==> config.mk <==
export PLATFORM = sky130hd
export DESIGN_NAME = norm_divider
export DESIGN_NICKNAME = d
export VERILOG_FILES = /design/src/rtl/norm_divider.sv
export SDC_FILE = /design/constraint.sdc
export NUM_CORES = 1
export LEC_CHECK = 0
export ABC_AREA = 1
export CAP_MARGIN = 20
export CORE_MARGIN = 2
export CORE_UTILIZATION = 51
export DETAILED_ROUTE_END_ITERATION = 6
export PLACE_DENSITY = 0.77
export SKIP_CTS_REPAIR_TIMING = 1
export SYNTH_ARGS = -nofsm -noshare
export SYNTH_HDL_FRONTEND = slang
export SYNTH_SLANG_ARGS = --single-unit
==> constraint.sdc <==
create_clock -name clk -period 5.6 [get_ports clk]
set_input_delay 1.12 -clock clk [delete_from_list [all_inputs] [get_ports clk]]
set_output_delay 1.12 -clock clk [all_outputs]
set_load 0.01 [all_outputs]
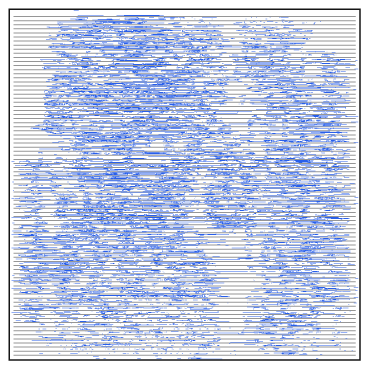
(run_1/met1.png)
Drawn at 1.5 px/µm. Supply wires on this layer in grey.
wire length on this layer = 29.5 mm
share of all routed wire = 41%
main direction = horizontal
nets with wire on the layer = 3679
longest straight run = 52.0 µm
WL final: 71.20 mm
met1 GRT Util: 32.74%

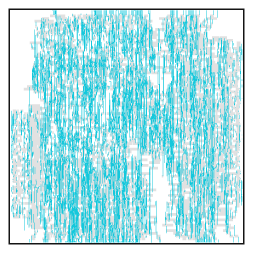
(run_1/met2.png)
Drawn at 1 px/µm. Cells faint in the background.
wire length on this layer = 35.2 mm
longest straight run = 69.7 µm
nets with wire on the layer = 3003
main direction = vertical
share of all routed wire = 49%
global-route met2 utilization: 45.03%
vias after detailed routing: 22560

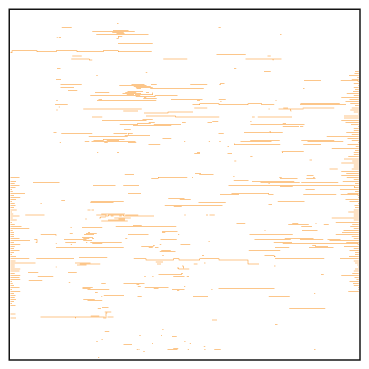
(run_1/met3.png)
Drawn at 1.5 px/µm.
nets with wire on the layer = 355
wire length on this layer = 4110 µm
main direction = horizontal
global routing met3 resource utilization: 3.370%

==> run_results.csv, run 1 <==
group,metric,value,unit
status,run_status,"finished clean",
sta,max-slew-margin-rel,27.53,%
setup_path,worstPathArrival,5480,ps
floorplanning,n_tap_cell,680,
setup_path,critical_path.endpoint_type,"flop",
synthesis,synth_warnings,0,
global_routing,grt_antenna_before_repair,1,
drt,drc_violation_total_after_the_first_tritonroute_iteration,1867,
final_layout,final_layout_size_suffix_gt1_share,4.857,%
drt,met3_wirelength,4.112,mm
sta,timing.final.crit_period,5153,ps
cts,cts.root.buffer_cell,"sky130_fd_sc_hd__clkbuf_16",
placed_design,placed_cells_incl_taps,4279,
drt,post-route-drc-count,0,
sta,endpoints_failing_hold,0,
synthesis,top_area_cell,"sky130_fd_sc_hd__edfxtp_1",
setup_path,cp_common_cell,"sky130_fd_sc_hd__nand2_1",
min_path,holdCritPathClass,"flop to flop",
synthesis,yosysUniqueCellTypes,52,
final_layout,non_clock_buffer_count,398,
setup_path,total_number_of_cells_along_the_worst_setup_path,32,
cts,cts.clk_slew.worst_paths,60,ps
placed_design,gp_routability_congestion,0.9484,
floorplanning,ioPinCount,358,
final_layout,seq_area,13740,µm²
floorplanning,floorplan.core_util,51.87,%
final_layout,largest_cell_class,"flip-flops and latches",
sta,worst_slew_pin_slew,1087,ps
sta,fin_crit_sh,92.01,%
synthesis,edf_count,288,
final_layout,flop-count,542,
sta,setup_viol,0,
synthesis,top_cell,"sky130_fd_sc_hd__nor2_1",
synthesis,synth-seq-area-share,51.40,%
final_layout,clock_cell_area_share,5.243,%
cts,worstSkewPairLatency,610,ps
cts,clockBufferDepth,3,
min_path,worstHoldPathCells,2,
pwr,irDropWorstVdd,231.8,µV
setup_path,cp-start-kind,"flop",
-- run 1: where the power goes --
part	internal, mW	leakage, nW	total [mW]	switching, mW
combinational	1.05	8.16	3.06	2.01
sequential	4.35	5.04	4.41	0.0596
clock	1.95	0.829	3.49	1.53
total	7.36	14.0	11.0	3.60
-- run 1: metrics by stage --
step	TNS, ps	power (mW)	worst slack, ps	area [µm²]	hold slack, ps
after floorplan	0	6.577	658.3	26720	434.7
after global placement	0	7.449	348.1	30740	453.2
after detailed placement	0	7.460	201.6	30740	456.8
after CTS	0	10.93	178.9	32440	465.8
after global routing	-153.7	11.50	-38.31	32550	481.1
final	0	10.96	447.2	32550	465.6
-- run 1: cells in the final DEF (no fill, tap or decap), types with 24 or more instances in the layout --
cell type,n
sky130_fd_sc_hd__xnor2_1,24
sky130_fd_sc_hd__clkdlybuf4s50_1,356
sky130_fd_sc_hd__ha_1,74
sky130_fd_sc_hd__nor2_1,724
sky130_fd_sc_hd__xor2_1,27
sky130_fd_sc_hd__buf_4,35
sky130_fd_sc_hd__nand2_1,617
sky130_fd_sc_hd__nand3_1,162
sky130_fd_sc_hd__dfxtp_1,252
sky130_fd_sc_hd__a21oi_1,149
sky130_fd_sc_hd__clkbuf_16,56
sky130_fd_sc_hd__o21ai_0,244
sky130_fd_sc_hd__edfxtp_1,288
sky130_fd_sc_hd__inv_1,468
-- run 1: cell families after synthesis --
kind of cell	synth area share, %
compound gates	9.941
xor+xnor	1.826
fa+ha+maj	3.690
buf+inv	9.520
flops	51.40
simple gates	23.62
-- run 1: per-layer routing --
metal / vias up / track usage [%]
met5: - / 0
met4: 0 / 9.096
met3: 140 / 3.370
met2: 734 / 45.03
met1: 10370 / 32.74
li1: 11320 / -
==> run_1/final_placement.png <==
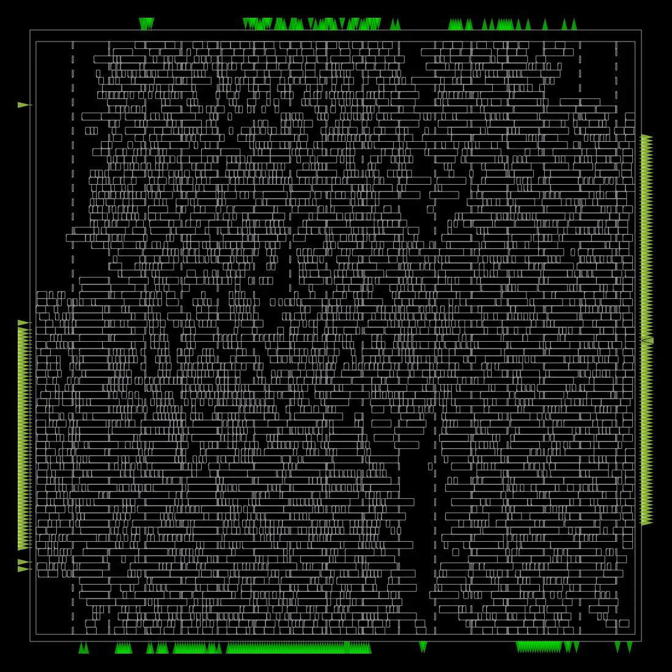

==> run 1 -> run 2 <==
MAX_ROUTING_LAYER = met4   (was default)
SETUP_SLACK_MARGIN = 0.02   (was default)
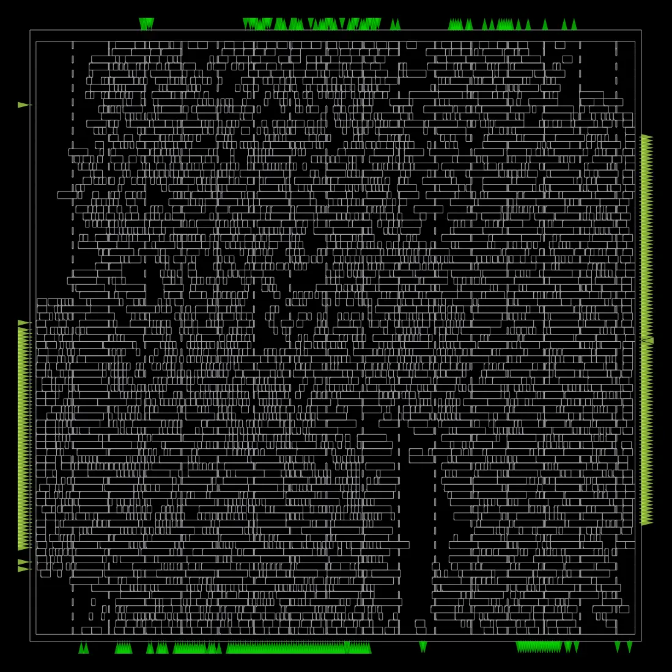
(run_2/final_placement.png)
Finished Core Util: 63.65%
register fraction of the total cell area: 41.91%

==> run 2 against run 1 <==
Net effect: worst hold slack about the same; critical path depth unchanged; wire length rose by 1.6%; synthesized area did not move; total power is 3.3% higher; clock skew rose by 7.3 ps; utilization rose by 0.45 points; register-to-register slack got worse by 30 ps; count of clock-buffer cells in the layout shrank 3; flip-flop count stayed put; die area is the same; final area is 0.71% higher; largest power group unchanged.
==> run_results.csv, run 2 <==
group,metric,value,unit
cts,worstSkewPairLatency,630,ps
drt,via_count,22560,
sta,max-slew-margin-rel,35.64,%
placed_design,dpl.hpwl,51.80,mm
synthesis,edf_count,288,
setup_path,worstPathArrival,5500,ps
final_layout,layout.cells.most_common_list,"724 x sky130_fd_sc_hd__nor2_1, 617 x sky130_fd_sc_hd__nand2_1, 469 x sky130_fd_sc_hd__inv_1",
pwr,totalPowerFinal,11.32,mW
cts,cts.clk_slew.worst_paths,70,ps
final_layout,top_logic_cell_by_instance_count_in_the_layout,"sky130_fd_sc_hd__nor2_1",
final_layout,max_ffs_per_register,152,
sta,setup_viol,0,
placed_design,placed_cells_incl_taps,4283,
floorplanning,floorplan.core_util,51.87,%
drt,wl_final,72.33,mm
setup_path,critPathRequiredTime,5920,ps
pwr,power.clock.fraction,33.7,%
setup_path,cp-start-kind,"flop",
min_path,worstHoldPathCells,2,
sta,fin_tns_setup,0,ps
synthesis,yosysUniqueCellTypes,52,
synthesis,synth-seq-area-share,51.40,%
floorplanning,ioPinCount,358,
final_layout,num-fill-cells,4449,
setup_path,critical_path.endpoint_type,"flop",
status,run_status,"finished clean",
final_layout,seq_area,13740,µm²
min_path,holdCritPathClass,"flop to flop",
cts,cts.root.buffer_cell,"sky130_fd_sc_hd__clkbuf_16",
pwr,power_switching_share,32.49,%
drt,drc_violation_total_after_the_first_tritonroute_iteration,1932,
placed_design,gp_routability_congestion,0.9911,
pwr,seq_power_share,38.9,%
setup_path,cp_common_cell,"sky130_fd_sc_hd__nand2_1",
pwr,intPower,7.643,mW
global_routing,grt_antenna_before_repair,1,
pwr,irDropWorstVdd,272.3,µV
sta,hold-worst-slack,465.8,ps
final_layout,final_layout_size_suffix_gt1_share,5.198,%
placed_design,place.port_buffers,357,
drt,post-route-drc-count,0,
pwr,p_sw,3.679,mW
cts,cts_tree,"done",
synthesis,synth_warnings,0,
sta,endpoints_failing_hold,0,
synthesis,top_area_cell,"sky130_fd_sc_hd__edfxtp_1",
sta,worst_slew_pin_slew,963.0,ps
==> run 2: cell counts after synthesis <==
No cell type changed its count.
==> run 2: area by class of cell <==
class                           instances  share of cell area, %
Sequential cell                       542                  41.91
Multi-Input combinational cell       2187                  32.01
Timing Repair Buffer                  403                  12.20
Inverter                              478                  5.511
Clock buffer                           68                  4.565
Tap cell                              680                  2.595
Clock inverter                         35                  1.198
Antenna cell                            2                0.01527
==> run 2: stage by stage <==
stage	setup WS, ps	area, µm²	utilization [%]
2_1_floorplan	658.3	26720	-
3_3_place_gp	472.4	30780	59.75
3_5_place_dp	221.8	30780	59.75
4_1_cts	176.6	32670	63.42
5_1_grt	-30.46	32780	63.64
6_report	420.2	32780	63.65
==> run 2: metal layers <==
metal / up-vias / global-route usage [%] / routed length, µm
li1: 11300 / - / -
met1: 10330 / 33.83 / 30300
met2: 763 / 45.79 / 35200
met3: 167 / 3.664 / 4263
met4: 0 / 9.534 / 2560
met5: - / - / 0
==> run 2: cells by family after synthesis <==
family / Yosys count / share of synthesized area, %
AND/OR/NAND/NOR: 1575 / 23.62
buffers and inverters: 638 / 9.520
flip-flops: 542 / 51.40
AND-OR/OR-AND: 481 / 9.941
adder cells (fa/ha/maj): 77 / 3.690
XOR/XNOR: 54 / 1.826
==> run 2: worst max-delay path, delay by kind of cell, from the launching register on <==
family	cells	cell delay, ps
flops	1	390
simple gates	21	2200
fa+ha+maj	3	830
buf+inv	5	800
compound gates	3	610
==> run 2: power by group through the flow <==
stage	registers, mW	logic [mW]	clock network [mW]
2_1_floorplan	4.47	2.11	0
3_3_place_gp	4.49	3.00	0
3_5_place_dp	4.49	2.99	0
4_1_cts	4.41	3.01	3.86
5_1_grt	4.42	3.44	4.02
6_report	4.41	3.10	3.81
Power and IR drop assume default switching activity.
